<file path="src/rtl/ahb_master_arbiter.sv">
// Round-robin arbiter sharing one AHB master among NUM_REQ requesters.
// Define AHB_ARB_FIXED_PRIO_EN for fixed lowest-index-wins priority instead of round-robin.
module ahb_master_arbiter #(
  parameter int NUM_REQ = 4,
  parameter int IDXW    = 2
) (
  input  logic                    HCLK,
  input  logic                    HRESET,
  input  logic [NUM_REQ-1:0]      req_valid,
  input  logic [NUM_REQ-1:0]      req_write,
  input  logic [32*NUM_REQ-1:0]   req_addr,
  input  logic [32*NUM_REQ-1:0]   req_wdata,
  output logic [NUM_REQ-1:0]      gnt,
  output logic [NUM_REQ-1:0]      resp_done,
  output logic [31:0]             resp_rdata,
  output logic                    resp_err,
  output logic                    busy,
  output logic [IDXW-1:0]         grant_idx,
  output logic                    m_request_write,
  output logic                    m_request_read,
  output logic [31:0]             m_write_addr,
  output logic [31:0]             m_read_addr,
  output logic [31:0]             m_write_data,
  input  logic [1:0]              m_htrans,
  input  logic                    m_hready,
  input  logic [1:0]              m_hresp,
  input  logic [31:0]             m_read_data
);

  typedef enum logic [1:0] {
    S_IDLE,
    S_ISSUE,
    S_WAIT,
    S_DONE
  } state_t;

  state_t state, next_state;

  logic                any_req;
  logic [IDXW-1:0]     win;
  logic [NUM_REQ-1:0]  win_oh;
  logic                win_write;
  logic [31:0]         win_addr;
  logic [31:0]         win_wdata;
  logic [IDXW:0]       cand;
  logic                complete;
  logic [NUM_REQ-1:0]  sel_oh;
  logic                wr;
  logic                err;

`ifndef AHB_ARB_FIXED_PRIO_EN
  logic [IDXW-1:0]     ptr;
`endif

  assign complete = (m_htrans == 2'b10) && m_hready;

  // Search order starts at the pointer (or at 0 for fixed priority) and wraps.
  always_comb begin
    any_req = 1'b0;
    win     = '0;
    cand    = '0;
    for (int unsigned k = 0; k < NUM_REQ; k++) begin
`ifdef AHB_ARB_FIXED_PRIO_EN
      cand = (IDXW+1)'(k);
`else
      cand = {1'b0, ptr} + (IDXW+1)'(k);
      if (cand >= (IDXW+1)'(NUM_REQ)) cand = cand - (IDXW+1)'(NUM_REQ);
`endif
      if (!any_req && req_valid[cand[IDXW-1:0]]) begin
        any_req = 1'b1;
        win     = cand[IDXW-1:0];
      end
    end
  end

  always_comb begin
    win_oh    = '0;
    win_write = 1'b0;
    win_addr  = '0;
    win_wdata = '0;
    for (int unsigned i = 0; i < NUM_REQ; i++) begin
      if (any_req && (win == IDXW'(i))) begin
        win_oh[i] = 1'b1;
        win_write = req_write[i];
        win_addr  = req_addr[32*i +: 32];
        win_wdata = req_wdata[32*i +: 32];
      end
    end
  end

  always_ff @(posedge HCLK or posedge HRESET) begin
    if (HRESET) state <= S_IDLE;
    else        state <= next_state;
  end

  always_comb begin
    next_state = state;
    case (state)
      S_IDLE:  if (any_req) next_state = S_ISSUE;
      S_ISSUE: next_state = S_WAIT;
      S_WAIT:  if (complete) next_state = S_DONE;
      S_DONE:  next_state = S_IDLE;
      default: next_state = S_IDLE;
    endcase
  end

  always_ff @(posedge HCLK or posedge HRESET) begin
    if (HRESET) begin
      gnt             <= '0;
      resp_done       <= '0;
      resp_rdata      <= '0;
      resp_err        <= 1'b0;
      busy            <= 1'b0;
      grant_idx       <= '0;
      m_request_write <= 1'b0;
      m_request_read  <= 1'b0;
      m_write_addr    <= '0;
      m_read_addr     <= '0;
      m_write_data    <= '0;
      sel_oh          <= '0;
      wr              <= 1'b0;
      err             <= 1'b0;
`ifndef AHB_ARB_FIXED_PRIO_EN
      ptr             <= '0;
`endif
    end else begin
      gnt             <= '0;
      resp_done       <= '0;
      m_request_write <= 1'b0;
      m_request_read  <= 1'b0;
      busy            <= (next_state != S_IDLE);
      case (state)
        S_IDLE: begin
          // Pulses are registered here so they appear during the ISSUE cycle.
          if (any_req) begin
            grant_idx       <= win;
            sel_oh          <= win_oh;
            wr              <= win_write;
            m_write_addr    <= win_addr;
            m_read_addr     <= win_addr;
            m_write_data    <= win_wdata;
            gnt             <= win_oh;
            m_request_write <= win_write;
            m_request_read  <= !win_write;
          end
        end
        S_WAIT: begin
          if (complete) err <= (m_hresp != 2'b00);
        end
        S_DONE: begin
          resp_done <= sel_oh;
          resp_err  <= err;
          if (!wr) resp_rdata <= m_read_data;
`ifndef AHB_ARB_FIXED_PRIO_EN
          if (grant_idx == IDXW'(NUM_REQ-1)) ptr <= '0;
          else                               ptr <= grant_idx + 1'b1;
`endif
        end
        default: ;
      endcase
    end
  end

endmodule

</file>
<file path="config.mk">
export PLATFORM = sky130hd
export DESIGN_NAME = ahb_master_arbiter
export DESIGN_NICKNAME = d
export VERILOG_FILES = /design/src/rtl/ahb_master_arbiter.sv
export SDC_FILE = /design/constraint.sdc
export NUM_CORES = 1
export LEC_CHECK = 0
export CORE_AREA = 2 2 175 177
export CTS_CLUSTER_DIAMETER = 30
export DETAILED_ROUTE_END_ITERATION = 8
export DIE_AREA = 0 0 177 179
export PLACE_DENSITY = 0.6
export REMOVE_ABC_BUFFERS = 1
export SETUP_SLACK_MARGIN = 0.02
export SLEW_MARGIN = 20
export SYNTH_ARGS = -nofsm -noshare
export SYNTH_HDL_FRONTEND = slang
export SYNTH_SLANG_ARGS = --single-unit
</file>
<file path="constraint.sdc">
create_clock -name HCLK -period 12.9 [get_ports HCLK]
set_input_delay 3.87 -clock HCLK [delete_from_list [all_inputs] [get_ports HCLK]]
set_output_delay 3.87 -clock HCLK [all_outputs]
set_load 0.01 [all_outputs]
</file>
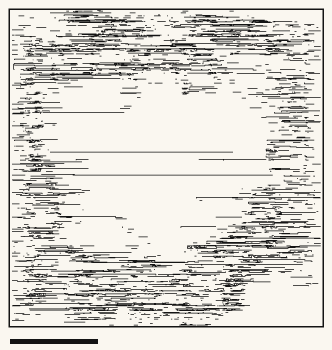
(run_1/m1.png)
Scale bar: 50 um.
share of all routed wire = 40%
main direction = horizontal
wire length on this layer = 10700 um
longest straight run = 113 um
nets with wire on the layer = 1080

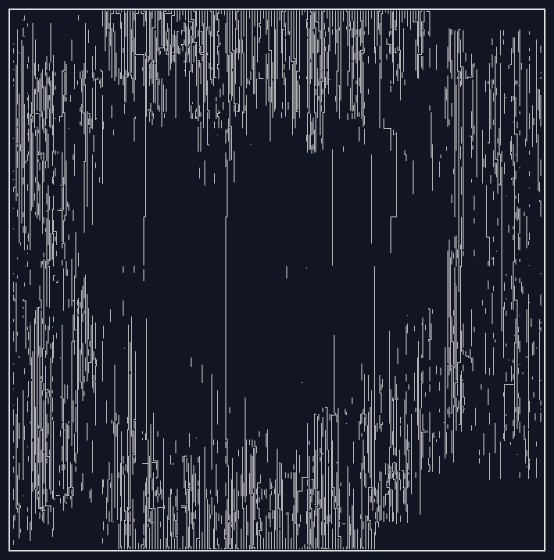
(run_1/m2.png)
longest straight run = 75.8 um
share of all routed wire = 49%
nets with wire on the layer = 1093
wire length on this layer = 13200 um
main direction = vertical

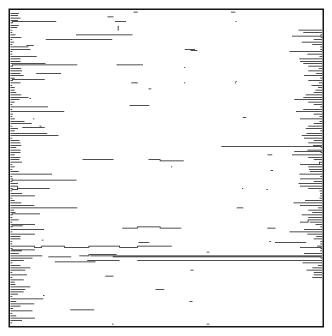
(run_1/m3.png)
longest straight run = 131 um
nets with wire on the layer = 261
share of all routed wire = 9.3%
wire length on this layer = 2500 um

==> reports/metrics.yaml, run 1 <==
run_status:
  outcome: "finished, final reports clean"
drt:
  vias: 6375
  top_layer_used_by_detailed_routing: "met5"
  avgViaCountPerCell: 4.66
  detail_route.first_pass.iterations: 5
  first_iter_violations: 269
  wl_met1_mm: 10.7
  wl_mm: 27.0
  drc_errors: 0
  drtAntennaViolNets: 0
clock_network:
  cts_buffer_depth: 2
  post_cts_hold_buffer_count: 0
  cts_num_sinks: 120
  post-cts-setup-buffers: 0
  clock_tree_from_tritoncts: "done"
  cts_htree_levels: 4
  numCtsBuffers: 17
  clk_pin_slew_worst_paths_ns: 0.06
  clkLatencyLatePin_ns: 0.41
  clock-root-buffer: "sky130_fd_sc_hd__clkbuf_16"
  cts_resized: 0
critical_path:
  r2r-start: "state[0]$_DFF_PP0_"
  cpLargestDelayFamily: "simple AND/OR/NAND/NOR gates"
  cpPeakStageDelay_ns: 0.62
  number_of_gates_on_the_worst_path_with_buffers_counted: 6
  critPathLaunch: "req_valid[2]"
  timing.reg2reg.setup_slack_ns: 9.90
  cp-start-kind: "input port"
  timing.critical_path.buf_inv: 2
  regToRegEndpoint: "m_read_addr[6]$_DFFE_PP0P_"
  setup.worst_path.end: "m_read_addr[6]$_DFFE_PP0P_"
  end_kind: "flip-flop"
  crit_path_cell_trace: "clkdlybuf4s50_1 > or4_4 > nand2_4 > nor2_4 > buf_4 > a221o_1"
grt:
  first_global_vias: 6421
  met1_usage_pct: 18.2
  grt-ovfl-total: 0
  grtUsageMet2_pct: 27.5
  maximum_number_of_pins_on_one_net_before_global_route_repair: 84
  grt_pass1_wl_mm: 38.2
logic_synthesis:
  avg_synthesized_cell_area_um2: 10.6
  mux_area_share_pct: 6.16
  post_synth_num_cell_types: 38
  yosys_cells: 582
  enable_flop_cells: 0
  yosysWarnings: 0
  area_leaders: "sky130_fd_sc_hd__dfrtp_1 48%, sky130_fd_sc_hd__a221o_1 10%, sky130_fd_sc_hd__a32oi_1 9.1%"
  yosys_area_mm2: 0.00619
  synth_simple_gate_area_share_pct: 7.58
  netlist_instances: 582
  synthFlopType: "sky130_fd_sc_hd__dfrtp_1"
  synth_xor_xnor_area_share_pct: 0
  synth-async-reset-ratio_pct: 100
  top_cells_by_count: "120 x sky130_fd_sc_hd__dfrtp_1, 74 x sky130_fd_sc_hd__nand2_1, 71 x sky130_fd_sc_hd__o21ai_0"
  ys_seq_elements: 120
  synth.cellmix.adderShare_pct: 0.808
  synthMostInstantiatedCell: "sky130_fd_sc_hd__dfrtp_1"
  ys_sh_aoi_pct: 27.7
  postSynthSeqShare_pct: 48.5
placed_design:
  dpl.hpwl_mm: 19.7
  placed_instance_count: 1336
  io_buffers: 444
  placed_area_mm2: 0.0107
  gp_routability_congestion: 0.762
  place_worst_setup_slack_ns: 5.91
power_and_ir_drop:
  power.density_mw_per_mm2: 215
  comb_power_share_pct: 52.1
  power_frac_clock_pct: 19.7
  p_int_mw: 1.54
  seqPwrFrac_pct: 28.1
  pg_seq_uw: 682
  peakVddDrop_v: 0.000114
layout:
  lay_top_count: "sky130_fd_sc_hd__clkdlybuf4s50_1"
  layout.filler_cells: 3051
  nNetsFinal: 1266
  layout.non_clock_inverters: 6
  buffer_area_share_pct: 39.8
  sh_seq_area_pct: 26.7
  final_layout_size_suffix_gt1_share_pct: 8.55
  clock_buffers: 17
  antenna_cells_inserted: 2
  post_layout_nonfiller_instances: 1369
  post-route-cell-area_mm2: 0.0113
  final_util_pct: 37.5
  comb_area_share_pct: 23.7
  area.combinational_mm2: 0.00267
  logic_gate_count: 365
  flow.area_growth_from_synthesis_pct: 81.8
  area_dominant_class: "non-clock buffers"
  reg_top3: "m_read_addr (32), m_write_data (32), resp_rdata (32)"
sta:
  rsz_0062_raised_after_global_routing: "false"
  finalSetupViolCount: 0
  period_utilization_post_route_pct: 50.9
  finalHoldViolCount: 0
  timing.max_slew.rel_slack_pct: 35.6
  worst_pin_slew_ns: 0.963
  timing.setup.tns_ns: 0
  worst_slack_ns: 6.34
floorplanning:
  initial_utilization_pct: 20.6
  floorplan.core_area_mm2: 0.0300
  number_of_standard_cell_rows_in_the_floorplan: 64
  tapCellCount: 396
  boundaryPins: 445
  chipWidth_um: 177
  fp.dieH_um: 179
flow_run:
  drv_cap: 0
min_path:
  worst_hold_path.endpoint: "sel_oh[2]$_DFFE_PP0P_"
  worst_hold_startpoint: "sel_oh[2]$_DFFE_PP0P_"
  hold-path-cell-count: 1
--- run 2 (diff from run 1) ---
PLACE_DENSITY = 0.62   (was 0.6)
clock period = 5.6 ns   (was 12.9 ns; I/O delays follow)
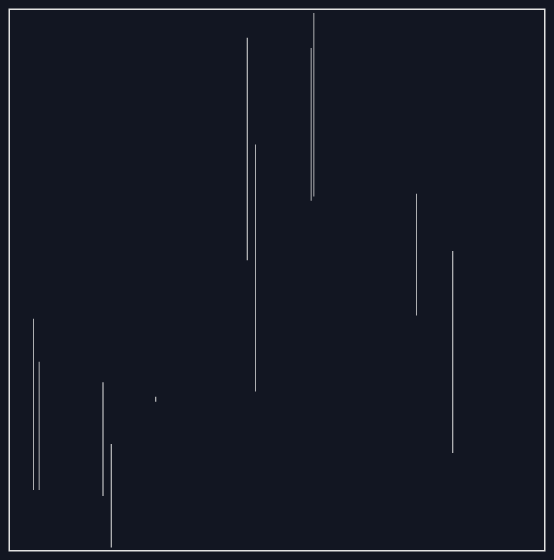
(run_2/m4.png)
nets with wire on the layer = 10
longest straight run = 81.6 um

==> reports/metrics.yaml, run 2 <==
logic_synthesis:
  synth_xor_xnor_area_share_pct: 0  # unchanged
  top_cells_by_count: "120 x sky130_fd_sc_hd__dfrtp_1, 74 x sky130_fd_sc_hd__nand2_1, 71 x sky130_fd_sc_hd__o21ai_0"  # unchanged
  postSynthSeqShare_pct: 48.5  # unchanged
  synth-async-reset-ratio_pct: 100  # unchanged
  synthMostInstantiatedCell: "sky130_fd_sc_hd__dfrtp_1"  # unchanged
  synthFlopType: "sky130_fd_sc_hd__dfrtp_1"  # unchanged
  yosys_area_mm2: 0.00619  # unchanged
  ys_seq_elements: 120  # unchanged
  yosys_cells: 582  # unchanged
  yosysWarnings: 0  # unchanged
  netlist_instances: 582  # unchanged
  enable_flop_cells: 0  # unchanged
  synth_simple_gate_area_share_pct: 7.58  # unchanged
  synth.cellmix.adderShare_pct: 0.808  # unchanged
  area_leaders: "sky130_fd_sc_hd__dfrtp_1 48%, sky130_fd_sc_hd__a221o_1 10%, sky130_fd_sc_hd__a32oi_1 9.1%"  # unchanged
  post_synth_num_cell_types: 38  # unchanged
  avg_synthesized_cell_area_um2: 10.6  # unchanged
  mux_area_share_pct: 6.16  # unchanged
layout:
  flow.area_growth_from_synthesis_pct: 83.1  # was 81.8%
  buffer_area_share_pct: 39.9  # was 39.8%
  logic_gate_count: 365  # unchanged
  lay_top_count: "sky130_fd_sc_hd__clkdlybuf4s50_1"  # unchanged
  layout.non_clock_inverters: 6  # unchanged
  area.combinational_mm2: 0.00266  # was 0.00267 mm^2
  comb_area_share_pct: 23.5  # was 23.7%
  area_dominant_class: "non-clock buffers"  # unchanged
  reg_top3: "m_read_addr (32), m_write_data (32), resp_rdata (32)"  # unchanged
  final_util_pct: 37.8  # was 37.5%
  post-route-cell-area_mm2: 0.0113  # about the same
  sh_seq_area_pct: 26.5  # was 26.7%
  final_layout_size_suffix_gt1_share_pct: 9.10  # was 8.55%
  post_layout_nonfiller_instances: 1378  # was 1369
  nNetsFinal: 1272  # was 1266
  antenna_cells_inserted: 4  # was 2
  layout.filler_cells: 2998  # was 3051
sta:
  finalHoldViolCount: 0  # unchanged
  final.min_clock_period_ns: 4.18
  finalSetupViolCount: 0  # unchanged
  period_utilization_post_route_pct: 74.7
  worst_slack_ns: 1.42  # was 6.34 ns
  timing.max_slew.rel_slack_pct: 32.7  # was 35.6%
  timing.setup.tns_ns: 0  # unchanged
  rsz_0062_raised_after_global_routing: "false"  # unchanged
  worst_pin_slew_ns: 1.01  # was 0.963 ns
grt:
  grtUsageMet2_pct: 27.5  # about the same
  grt_pass1_wl_mm: 38.8  # was 38.2 mm
  met1_usage_pct: 19.1  # was 18.2%
  first_global_vias: 6426  # was 6421
  maximum_number_of_pins_on_one_net_before_global_route_repair: 103  # was 84
drt:
  detail_route.first_pass.iterations: 5  # unchanged
  avgViaCountPerCell: 4.72  # was 4.66
  vias: 6506  # was 6375
  top_layer_used_by_detailed_routing: "met5"  # unchanged
  drtAntennaViolNets: 0  # unchanged
  drc_errors: 0  # unchanged
  wl_met1_mm: 10.7  # about the same
  first_iter_violations: 357  # was 269
clock_network:
  post_cts_hold_buffer_count: 0  # unchanged
  cts_htree_levels: 4  # unchanged
  clk_pin_slew_worst_paths_ns: 0.06  # about the same
  clock-root-buffer: "sky130_fd_sc_hd__clkbuf_16"  # unchanged
  cts_num_sinks: 120  # unchanged
  numCtsBuffers: 17  # unchanged
  post-cts-setup-buffers: 0  # unchanged
  clkLatencyLatePin_ns: 0.41  # about the same
  clock_tree_from_tritoncts: "done"  # unchanged
floorplanning:
  tapCellCount: 396  # unchanged
  floorplan.core_area_mm2: 0.0300  # unchanged
  initial_utilization_pct: 20.6  # unchanged
  fp.dieH_um: 179  # unchanged
  boundaryPins: 445  # unchanged
  number_of_standard_cell_rows_in_the_floorplan: 64  # unchanged
  chipWidth_um: 177  # unchanged
critical_path:
  end_kind: "flip-flop"  # unchanged
  critPathLaunch: "req_valid[1]"  # was req_valid[2]
  cp-start-kind: "input port"  # unchanged
  crit_path_cell_trace: "clkdlybuf4s50_1 > or2_2 > a21oi_1 > o21ai_1 > nor2_4 > buf_4 > a221o_1"  # was clkdlybuf4s50_1 > or4_4 > nand2_4 > nor2_4 > buf_4 > a221o_1
  regToRegEndpoint: "m_write_data[6]$_DFFE_PP0P_"  # was m_read_addr[6]$_DFFE_PP0P_
  timing.reg2reg.setup_slack_ns: 2.88  # was 9.90 ns
  cpLargestDelayFamily: "simple AND/OR/NAND/NOR gates"  # unchanged
  cpPeakStageDelay_ns: 0.80  # was 0.62 ns
  setup.worst_path.end: "m_write_data[6]$_DFFE_PP0P_"  # was m_read_addr[6]$_DFFE_PP0P_
  timing.critical_path.buf_inv: 2  # unchanged
  r2r-start: "ptr[1]$_DFFE_PP0N_"  # was state[0]$_DFF_PP0_
  number_of_gates_on_the_worst_path_with_buffers_counted: 7  # was 6
power_and_ir_drop:
  power_frac_clock_pct: 20.9  # was 19.7%
  powerClk_mw: 1.19  # was 478 uW
  pg_seq_mw: 1.57  # was 682 uW
  comb_power_share_pct: 51.5  # was 52.1%
  power.net_switching_mw: 2.07  # was 888 uW
  p_int_mw: 3.61  # was 1.54 mW
  peakVddDrop_v: 0.000328  # was 0.000114 V
  power.density_mw_per_mm2: 501  # was 215 mW/mm^2
  seqPwrFrac_pct: 27.6  # was 28.1%
min_path:
  worst_hold_startpoint: "sel_oh[2]$_DFFE_PP0P_"  # unchanged
  hold-path-cell-count: 1  # unchanged
  worst_hold_path.endpoint: "sel_oh[2]$_DFFE_PP0P_"  # unchanged
placed_design:
  gp_routability_congestion: 0.811  # was 0.762
  placed_instance_count: 1342  # was 1336
  place_worst_setup_slack_ns: 0.992  # was 5.91 ns
  dpl.hpwl_mm: 20.0  # was 19.7 mm
flow_run:
  drv_cap: 0  # unchanged
run_status:
  outcome: "finished, final reports clean"  # unchanged
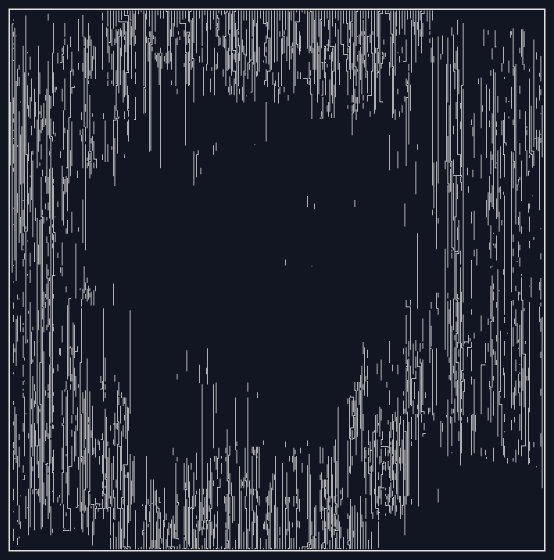
(run_2/m2.png)
nets with wire on the layer = 1118
longest straight run = 94.5 um
share of all routed wire = 49%

--- run 3 (diff from run 2) ---
PLACE_DENSITY = 0.6   (was 0.62)
clock period = 3.9 ns   (was 5.6 ns; I/O delays follow)
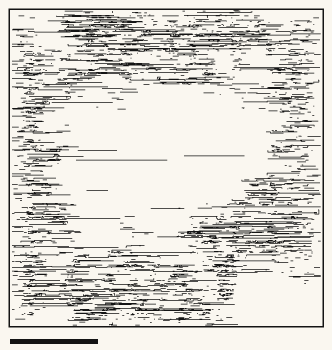
(run_3/m1.png)
Scale bar: 50 um.
main direction = horizontal
wire length on this layer = 10500 um
nets with wire on the layer = 1090
longest straight run = 61.6 um

==> reports/metrics.yaml, run 3 <==
run_status:
  outcome: "finished, final reports clean"  # unchanged
layout:
  sh_seq_area_pct: 26.3  # was 26.5%
  buffer_area_share_pct: 40.4  # was 39.9%
  nNetsFinal: 1274  # was 1272
  post_layout_nonfiller_instances: 1379  # was 1378
  clockNetworkAreaShare_pct: 5.39  # was 5.42%
  final_layout_size_suffix_gt1_share_pct: 9.29  # was 9.10%
  clock_buffers: 18  # unchanged
  lay_top_count: "sky130_fd_sc_hd__clkdlybuf4s50_1"  # unchanged
  layout.non_clock_inverters: 6  # unchanged
  post-route-cell-area_mm2: 0.0114  # was 0.0113 mm^2
  area.combinational_mm2: 0.00267  # was 0.00266 mm^2
  reg_top3: "m_read_addr (32), m_write_data (32), resp_rdata (32)"  # unchanged
  flow.area_growth_from_synthesis_pct: 84.6  # was 83.1%
  logic_gate_count: 365  # unchanged
  antenna_cells_inserted: 3  # was 4
  comb_area_share_pct: 23.3  # was 23.5%
  final_util_pct: 38.1  # was 37.8%
floorplanning:
  initial_utilization_pct: 20.6  # unchanged
  number_of_standard_cell_rows_in_the_floorplan: 64  # unchanged
  tapCellCount: 396  # unchanged
  chipWidth_um: 177  # unchanged
  fp.dieH_um: 179  # unchanged
  floorplan.core_area_mm2: 0.0300  # unchanged
  boundaryPins: 445  # unchanged
critical_path:
  regToRegEndpoint: "m_write_data[19]$_DFFE_PP0P_"  # was m_write_data[6]$_DFFE_PP0P_
  cpLargestDelayFamily: "simple AND/OR/NAND/NOR gates"  # unchanged
  cpPeakStageDelay_ns: 0.64  # was 0.80 ns
  r2r-start: "ptr[1]$_DFFE_PP0N_"  # unchanged
  cp-start-kind: "input port"  # unchanged
  end_kind: "flip-flop"  # unchanged
  setup.worst_path.end: "m_write_data[19]$_DFFE_PP0P_"  # was m_write_data[6]$_DFFE_PP0P_
  timing.reg2reg.setup_slack_ns: 1.61  # was 2.88 ns
  number_of_gates_on_the_worst_path_with_buffers_counted: 6  # was 7
  timing.critical_path.buf_inv: 2  # unchanged
  crit_path_cell_trace: "clkdlybuf4s50_1 > or4_4 > and2_1 > and3_4 > buf_4 > a221o_1"  # was clkdlybuf4s50_1 > or2_2 > a21oi_1 > o21ai_1 > nor2_4 > buf_4 > a221o_1
sta:
  timing.setup.tns_ns: 0  # unchanged
  finalHoldViolCount: 0  # unchanged
  final.min_clock_period_ns: 3.18
  worst_slack_ns: 0.724  # was 1.42 ns
  timing.max_slew.rel_slack_pct: 35.3  # was 32.7%
  period_utilization_post_route_pct: 81.4
  finalSetupViolCount: 0  # unchanged
  worst_pin_slew_ns: 0.971  # was 1.01 ns
  rsz_0062_raised_after_global_routing: "false"  # unchanged
  hold_slack_ns: 0.470  # was 0.467 ns
power_and_ir_drop:
  comb_power_share_pct: 52.1  # was 51.5%
  power.net_switching_mw: 2.99  # was 2.07 mW
  power_frac_clock_pct: 20.5  # was 20.9%
  powerClk_mw: 1.69  # was 1.19 mW
  p_int_mw: 5.25  # was 3.61 mW
  peakVddDrop_v: 0.000347  # was 0.000328 V
  pg_seq_mw: 2.25  # was 1.57 mW
  seqPwrFrac_pct: 27.3  # was 27.6%
clock_network:
  clk_pin_slew_worst_paths_ns: 0.06  # about the same
  clock_tree_from_tritoncts: "done"  # unchanged
  post-cts-setup-buffers: 0  # unchanged
  cts_num_sinks: 120  # unchanged
  clkLatencyLatePin_ns: 0.42  # was 0.41 ns
  cts_htree_levels: 4  # unchanged
  cts_buffer_depth: 2  # unchanged
  post_cts_hold_buffer_count: 0  # unchanged
  numCtsBuffers: 17  # unchanged
drt:
  drtAntennaViolNets: 0  # unchanged
  drc_errors: 0  # unchanged
  wl_met1_mm: 10.5  # was 10.7 mm
  top_layer_used_by_detailed_routing: "met5"  # unchanged
  detail_route.first_pass.iterations: 4  # was 5
  wl_mm: 27.6  # was 27.1 mm
  first_iter_violations: 282  # was 357
  avgViaCountPerCell: 4.71  # was 4.72
flow_run:
  drv_cap: 0  # unchanged
logic_synthesis:
  postSynthSeqShare_pct: 48.5  # unchanged
  synth_simple_gate_area_share_pct: 7.58  # unchanged
  yosysWarnings: 0  # unchanged
  synthFlopType: "sky130_fd_sc_hd__dfrtp_1"  # unchanged
  synth_xor_xnor_area_share_pct: 0  # unchanged
  post_synth_num_cell_types: 38  # unchanged
  synth.cellmix.adderShare_pct: 0.808  # unchanged
  enable_flop_cells: 0  # unchanged
  area_leaders: "sky130_fd_sc_hd__dfrtp_1 48%, sky130_fd_sc_hd__a221o_1 10%, sky130_fd_sc_hd__a32oi_1 9.1%"  # unchanged
  yosys_cells: 582  # unchanged
  synth-async-reset-ratio_pct: 100  # unchanged
  synthMostInstantiatedCell: "sky130_fd_sc_hd__dfrtp_1"  # unchanged
placed_design:
  placed_instance_count: 1344  # was 1342
  place_worst_setup_slack_ns: 0.301  # was 0.992 ns
  dpl.hpwl_mm: 20.3  # was 20.0 mm
  gp_routability_congestion: 0.770  # was 0.811
grt:
  grt_pass1_wl_mm: 38.8  # about the same
  grt-ovfl-total: 0  # unchanged
  maximum_number_of_pins_on_one_net_before_global_route_repair: 76  # was 103
  met1_usage_pct: 18.3  # was 19.1%
  grtUsageMet2_pct: 28.2  # was 27.5%
  first_global_vias: 6453  # was 6426
min_path:
  worst_hold_path.endpoint: "sel_oh[1]$_DFFE_PP0P_"  # was sel_oh[2]$_DFFE_PP0P_
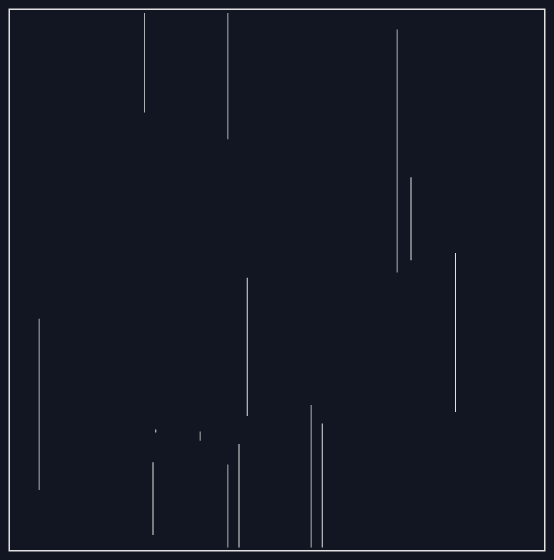
(run_3/m4.png)
nets with wire on the layer = 14
longest straight run = 80.2 um
wire length on this layer = 512 um
main direction = vertical

Power figures rest on the tool's default switching activity, not on a simulated workload.
